**config.mk**
```make
export PLATFORM = sky130hd
export DESIGN_NAME = bitrev_reorder_ctrl
export DESIGN_NICKNAME = d
export VERILOG_FILES = /design/src/rtl/bitrev_reorder_ctrl.sv
export SDC_FILE = /design/constraint.sdc
export NUM_CORES = 1
export LEC_CHECK = 0
export CORE_MARGIN = 8
export CORE_UTILIZATION = 62
export DETAILED_ROUTE_END_ITERATION = 16
export GPL_ROUTABILITY_DRIVEN = 0
export PLACE_DENSITY = 0.79
export SYNTH_ARGS = -nofsm -noshare
export SYNTH_HDL_FRONTEND = slang
export SYNTH_SLANG_ARGS = --single-unit
```
**constraint.sdc**
```tcl
create_clock -name clk -period 3.2 [get_ports clk]
set_input_delay 0.64 -clock clk [delete_from_list [all_inputs] [get_ports clk]]
set_output_delay 0.64 -clock clk [all_outputs]
set_load 0.05 [all_outputs]
```
**src/rtl/bitrev_reorder_ctrl.sv**
```systemverilog
// Ping-pong frame buffer: accepts N=2^W samples in natural order and
// emits them in bit-reversed order. Optional out_last via BITREV_LAST_EN.
// Ports: clk, rst (sync, active-high); in_valid/in_ready/in_data write
// stream; out_valid/out_ready/out_data read stream; out_last (macro only).
module bitrev_reorder_ctrl #(
  parameter int W  = 4,
  parameter int DW = 16
) (
  input  logic          clk,
  input  logic          rst,
  input  logic          in_valid,
  output logic          in_ready,
  input  logic [DW-1:0] in_data,
  output logic          out_valid,
  input  logic          out_ready,
  output logic [DW-1:0] out_data
`ifdef BITREV_LAST_EN
  ,
  output logic          out_last
`endif
);

  localparam int N = 1 << W;

  typedef enum logic {
    EMPTY = 1'b0,
    FULL  = 1'b1
  } bank_st_t;

  logic [DW-1:0] mem [2][N];
  bank_st_t      st [2];

  logic          wbank;
  logic [W-1:0]  wcnt;
  logic          rbank;
  logic [W-1:0]  rcnt;
  logic [W-1:0]  raddr;

  logic          in_hs;
  logic          out_hs;
  logic          wr_done;
  logic          rd_done;

  assign in_ready  = (st[wbank] == EMPTY);
  assign out_valid = (st[rbank] == FULL);
  assign in_hs     = in_valid && in_ready;
  assign out_hs    = out_valid && out_ready;
  assign wr_done   = in_hs && (wcnt == '1);
  assign rd_done   = out_hs && (rcnt == '1);

  always_comb begin
    raddr = '0;
    for (int i = 0; i < W; i++) begin
      raddr[i] = rcnt[W-1-i];
    end
  end

  assign out_data = mem[rbank][raddr];

`ifdef BITREV_LAST_EN
  assign out_last = out_valid && (rcnt == '1);
`endif

  // Storage is deliberately not reset.
  always_ff @(posedge clk) begin
    if (in_hs) begin
      mem[wbank][wcnt] <= in_data;
    end
  end

  // A bank being written is EMPTY and one being read is FULL, so the
  // set and clear below can never hit the same bank in one cycle.
  always_ff @(posedge clk) begin
    if (rst) begin
      wbank <= 1'b0;
      wcnt  <= '0;
      rbank <= 1'b0;
      rcnt  <= '0;
      st[0] <= EMPTY;
      st[1] <= EMPTY;
    end else begin
      if (in_hs) begin
        wcnt <= wcnt + 1'b1;
      end
      if (wr_done) begin
        wbank <= ~wbank;
      end
      if (out_hs) begin
        rcnt <= rcnt + 1'b1;
      end
      if (rd_done) begin
        rbank <= ~rbank;
      end
      for (int b = 0; b < 2; b++) begin
        if (wr_done && (wbank == 1'(b))) begin
          st[b] <= FULL;
        end else if (rd_done && (rbank == 1'(b))) begin
          st[b] <= EMPTY;
        end
      end
    end
  end

endmodule
```
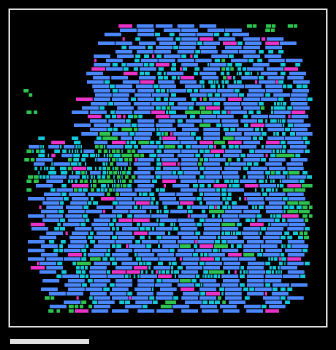
Fig. 1. Cell classes on the final placement (run 1).
Bar = 50 um.
legend:
  green:
    class: other buffers and delay cells
    cells: 129
  blue:
    class: flops
    cells: 526
  cyan:
    class: combinational and other logic
    cells: 598
  magenta:
    class: clock drivers and dummy loads
    cells: 92
row count: 67
Seq area share: 0.6508
Layout Utilization: 0.7236
final instance area: 0.02408 mm2
core area: 0.03328 mm2

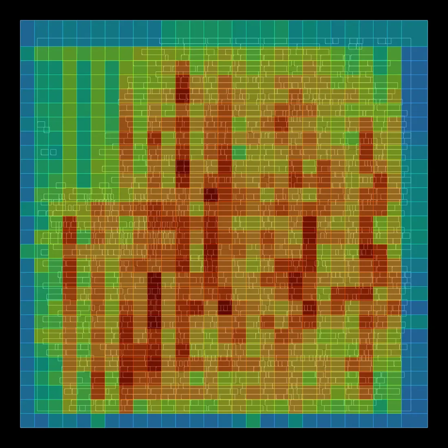
Fig. 2. Routing congestion map (run 1).
M3 GR Usage: 0.04429
Most Crowded Layer GR: met2
routed len/inst: 26.69 um
GRT Resource Usage Total: 0.2381
GR Layer Usage met2: 0.3765

==> ci_impl_report.md, run 1 <==
## Synthesis and layout report

| Metric | Value |
|---|---|
| Top Consumer | `sequential cells` |
| Pwr Density | `570.5 mW/mm2` |
| Synthesized area per cell | `17.38 um2` |
| Leak Pwr | `0.007443 uW` |
| Max-area cell class | `registers` |
| Mapped Area | `0.02078 mm2` |
| Peak supply drop | `426.2 uV` |
| Initial core utilization | `0.6244` |
| Worst setup margin | `0.04672 ns` |
| Non-clk buf share | `0.06204` |
| Worst endpoint required time | `2.56 ns` |
| MUX share of area | `0.1250` |
| Fmax | `0.3171 GHz` |
| Levels on crit path | `8` |
| Vias per inst | `6.332` |
| Post-synth ARST share | `0` |
| Tapcells | `448` |
| Most frequent CP cell | `buf_12` |
| NumNets Final | `1334` |
| CLK BUF | `57` |
| Unique cell types | `33` |
| Highest metal used | `met4` |
| Min Hold Slack | `0.5294 ns` |
| Placed cell count | `1689` |
| Sum Neg Setup Slack | `0 ns` |
| Hold buffer count at CTS | `0` |
| Die Y | `199.1 um` |
| Total CTS buffers | `50` |
| Sequential power share | `0.552` |
| First-pass GRT wire length | `69120 um` |
| Hold depth | `2` |
| Net Sw Frac | `0.2014` |
| Inverters | `6` |
| I/O Buffers | `37` |
| Worst Hold End | `st[1]` |
| CTS H-tree lvls | `2` |
| R2r worst-path depth | `6` |
| Register area share after synthesis | `0.7538` |
| Outcome | `completed` |
| Slew HR | `0.5888` |
| Met1 GRT Util | `0.3298` |
| Most common logic cells in the final layout | `edfxtp_1, mux2i_1, buf_4` |
| M1 wire length | `19040 um` |
| Worst-path clk slew | `0.06 ns` |
| Xor+xnor area frac | `0.002950` |
| And+or+nand+nor area frac | `0.03865` |
| I/O pin total | `38` |
| CTS tree | `yes` |
| Synthesized-area fraction occupied by adder cells | `0.005419` |
| RR Endpoint | `st[0]` |
| Tot Pwr | `13740 uW` |
| Final setup viols | `0` |
| Critical Path AT | `2.51 ns` |
| Number of logic gates | `592` |
| Top_reg_cell synth | `edfxtp_1` |
| Max cap viols | `0` |
| Clock-cell share of area | `0.06510` |
| Final Max Slew Viols | `0` |
| Yosys stat chip area | `0.02078 mm2` |
| Switch Pwr | `2766 uW` |
| Pre-CTS setup slack | `0.3749 ns` |
| Starting DRT DRC Count | `1243` |
| CTS Sinks | `526` |
| Initial antenna violation count | `0` |
| CP startpoint kind | `flip-flop` |
| Crit Path Class | `flip-flop to primary output` |
| Sequential cells | `526` |
| DR pass1 iterations | `7` |
| Buf+Inv Stages, Crit Path | `3` |
| Int Pwr | `10970 uW` |
| Post-CTS sizing | `18` |
| Setup bufs post-CTS | `4` |
| Post-route DRC | `0` |
| Biggest register | `mem` |
| Tmin final | `3.153 ns` |
| Syn. warnings | `0` |
| Global route overflow | `0` |
| CP cell instances | `buf_12, buf_6, mux2i_1, a22o_1, nor3_2, a31oi_1, nand3_1, buf_12` |
| Fin crit share | `0.9854` |
| Fin. Hold Viols | `0` |
| P&R area growth vs syn | `15.88%` |
| Remaining antenna violation count | `0` |
| Critical Path Max Stage Delay | `0.41 ns` |
| Main logic family after synthesis | `multiplexers` |
| Logic area | `0.004766 mm2` |
| Dpl cell area | `0.02212 mm2` |
| Hold_sp | `st[1]` |
| Vias in the first global route | `11070` |
| Comb. pwr | `500 uW` |
| Mapped Cells | `1196` |
| DP HPWL | `26900 um` |
| Non-Filler Instances | `1793` |
| Die Wd | `199.1 um` |
| Largest net degree at the start of global routing | `54` |
| Layout cells sized above 1 | `0.1569` |
| Met3 Routed Length | `4737 um` |
| Combinational group share of total power | `0.036` |
| Crit path capture | `out_data[12]` |
| Worst min path class | `flip-flop to flip-flop` |
| Top flop regs | `mem (512), rcnt (4), wcnt (4)` |
| Crit. End Element | `primary output` |
| Die Area | `0.03963 mm2` |
| Max FFs per register | `512` |
| Vias | `11350` |
| Crit-path leading delay family | `buffers and inverters` |
| Most numerous logic cell after layout | `edfxtp_1` |
| Ys flops | `526` |
| Syn nets | `1225` |
| Critical path peak fanout | `13` |
| Post-Route WL | `47860 um` |
| Tool Warnings | `32` |
| EDFF count, synth | `513` |
| CTS Buffer Depth | `3` |
| Comb area share | `0.1979` |
| Antenna diodes | `0` |
| Met2 WL | `22470 um` |
| Slowest-stage cell, CP | `dfxtp_4` |
| Layout fillers | `1937` |
| Non-clock buffer count | `129` |
| Setup slack, reg-to-reg | `0.91 ns` |
| # Cells Yosys | `1196` |
| Compound-gate portion of the synthesized area | `0.05033` |
| CTS Root Cell | `clkbuf_16` |
| RSZ-0062 raised after global routing | `false` |
| Slew @ Worst Pin | `0.6149 ns` |
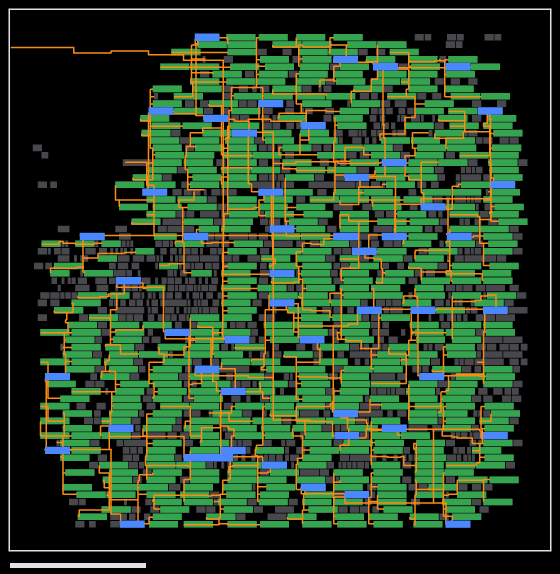
Fig. 3. Clock wires, drivers and flops (run 1).
Bar = 50 um.
legend:
  blue:
    item: clock drivers
    count: 50
  orange:
    item: clock wires
    length: 5260 um
  green:
    item: flip-flops
    count: 526
routed clock nets: 51
flops lie: spread over the die
worst clock skew: 0.01264 ns
Clock Latency Late Sink: 0.57 ns
Clock group: 5650 uW
Clock power frac: 0.411

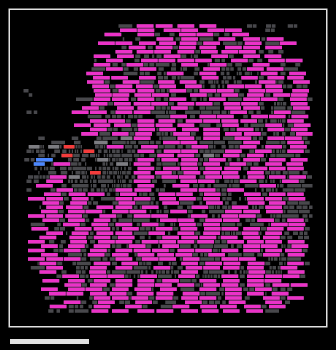
Fig. 4. Where the registers sit (run 1).
Bar = 50 um.
legend:
  magenta:
    netlist_name: mem
    sequential_cells: 512
    where: spread over the die
  blue:
    netlist_name: st
    sequential_cells: 2
  red:
    netlist_name: wcnt
    sequential_cells: 4
    where: middle left
not colored: 8
seq pwr: 7590 uW
register area: 0.01567 mm2

-- run 1: cells in the mapped netlist (all sizes together), types with 6 or more instances --
library cell | number | area, um2
a31oi | 16 | 100.1
a21oi | 36 | 180.2
nand4 | 18 | 112.6
nor2 | 43 | 163.9
nand2 | 38 | 150.1
buf | 55 | 405.4
clkbuf | 17 | 67.57
edfxtp | 513 | 15400
nand3 | 33 | 165.2
a22oi | 64 | 480.5
inv | 6 | 22.52
a22o | 32 | 280.3
ha | 9 | 112.6
mux2i | 258 | 2582
nor3 | 19 | 95.09
dfxtp | 13 | 260.3
-- run 1: logic make-up (layout without fill, tap and decap cells) --
logic type / after synthesis / in the layout
flops: 526 / 526
mux: 259 / 259
simple gates: 168 / 168
compound gates: 149 / 149
buf+inv: 78 / 227
fa+ha+maj: 9 / 9
xor+xnor: 7 / 7
Fig. 5: run 1, gate-type map
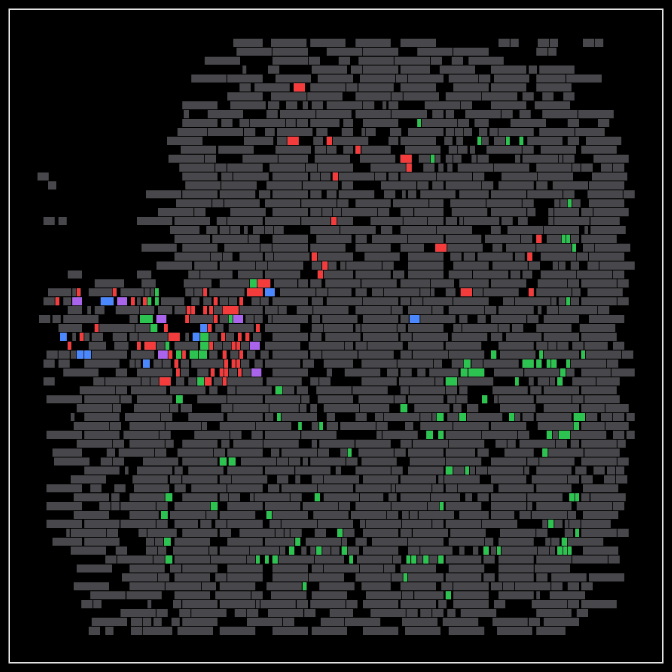

## Run 2: what changed since run 1
- CORE_UTILIZATION: 62 -> 30
- PLACE_DENSITY: 0.79 -> default
- REMOVE_ABC_BUFFERS: default -> 1
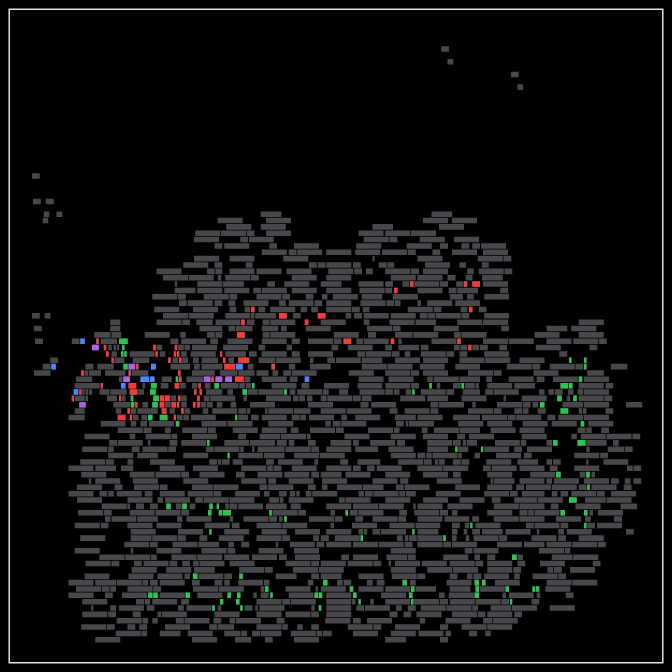
Fig. 6. Gate-type map (run 2).
legend:
  green:
    family: NAND gates
    cells: 95
    most_used: nand2_1
  red:
    family: NOR gates
    cells: 64
    most_used: nor2_1
  blue:
    family: AND and OR gates
    cells: 9
    most_used: or3_1
    where: middle left
  purple:
    family: XOR/XNOR gates
    cells: 7
    most_used: xor2_1
    where: middle left
Non-Filler Instances: 2299
most numerous logic cell after layout: edfxtp_1
Comb area share: 0.1922

==> run 2 against run 1 <==
Against the previous run: combinational power is 1% lower; critical path depth stayed put; sequential cell count stayed put; clock skew hardly changed; area after synthesis stayed put; non-clock buffer count is 18 higher; global-route usage is 12 points lower; via count is 1.5% lower; hold slack better by 0.027 ns; synthesized cell count stayed put; first-iteration DRC count is 24% lower.
==> ci_impl_report.md, run 2 <==
## Synthesis and layout report

| Metric | Value |
|---|---|
| Slew HR | `0.6046` |
| DR pass1 iterations | `5` |
| Logic area | `0.004826 mm2` |
| Crit. End Element | `primary output` |
| M3 GR Usage | `0.02012` |
| First-pass GRT wire length | `71160 um` |
| Post-route DRC | `0` |
| Tool Warnings | `31` |
| Die Wd | `279.2 um` |
| Switch Pwr | `2917 uW` |
| Post-CTS sizing | `24` |
| CTS H-tree lvls | `2` |
| Comb. pwr | `495 uW` |
| Top flop regs | `mem (512), rcnt (4), wcnt (4)` |
| Clock Latency Late Sink | `0.60 ns` |
| Antenna diodes | `0` |
| GR Layer Usage met2 | `0.1880` |
| M1 wire length | `22440 um` |
| Top Consumer | `sequential cells` |
| Die Y | `279.2 um` |
| Leak Pwr | `0.007636 uW` |
| Mapped Cells | `1196` |
| Register area share after synthesis | `0.7538` |
| Most Crowded Layer GR | `met2` |
| Total CTS buffers | `52` |
| Die Area | `0.07795 mm2` |
| And+or+nand+nor area frac | `0.03865` |
| Clock power frac | `0.438` |
| Layout Utilization | `0.3660` |
| Xor+xnor area frac | `0.002950` |
| Min Hold Slack | `0.5565 ns` |
| Synth top cell by count | `edfxtp_1` |
| Worst-path clk slew | `0.06 ns` |
| Slowest-stage cell, CP | `dfxtp_4` |
| Dpl cell area | `0.02276 mm2` |
| Register area | `0.01567 mm2` |
| Crit-path leading delay family | `buffers and inverters` |
| Unique cell types | `33` |
| Vias in the first global route | `11210` |
| I/O Buffers | `37` |
| Outcome | `completed` |
| Highest metal used | `met4` |
| Hold buffer count at CTS | `0` |
| DP HPWL | `28100 um` |
| Worst setup margin | `0.02768 ns` |
| Global route overflow | `0` |
| Synthesized area per cell | `17.38 um2` |
| Met2 WL | `22920 um` |
| Vias | `11180` |
| Fin. Hold Viols | `0` |
| Row count | `96` |
| EDFF count, synth | `513` |
| Combinational group share of total power | `0.034` |
| Crit Path Class | `flip-flop to primary output` |
| Max FFs per register | `512` |
| CTS tree | `yes` |
| Top cells by area | `edfxtp_1, mux2i_1, a22oi_1` |
| CTS Sinks | `526` |
| Final setup viols | `0` |
| Syn. warnings | `0` |
| Pwr Density | `573.2 mW/mm2` |
| Main logic family after synthesis | `multiplexers` |
| Sequential power share | `0.527` |
| Cell type with the largest total area | `edfxtp_1` |
| Vias per inst | `4.865` |
| Worst min path class | `flip-flop to flip-flop` |
| Core area | `0.06859 mm2` |
| Initial antenna violation count | `1` |
| Fmax | `0.3152 GHz` |
| Net Sw Frac | `0.2028` |
| Biggest register | `mem` |
==> run 2: cell families (layout without fill, tap and decap cells) <==
group	Yosys count	after routing
simple gates	168	168
flops	526	526
compound gates	149	149
mux	259	259
xor+xnor	7	7
fa+ha+maj	9	9
buf+inv	78	250
==> run 2: cell type report <==
| type | instances | area share |
|---|---|---|
| Clock buffer | 60 | 0.05303 |
| Timing Repair Buffer | 147 | 0.06564 |
| Inverter | 6 | 0.0008972 |
| Tap cell | 931 | 0.04640 |
| Clock inverter | 37 | 0.01749 |
| Sequential cell | 526 | 0.6243 |
| Multi-Input combinational cell | 592 | 0.1922 |
==> run 2: path summary, 6_finish.rpt <==
kind	start	endpoint	depth (start not counted)
min	st[1]	st[1]	2
max reg2reg	flip-flop	st[0]	7
min reg2reg	st[1]	st[1]	2
max	flip-flop	out_data[8]	8
Power is estimated from default activity; no workload was simulated.
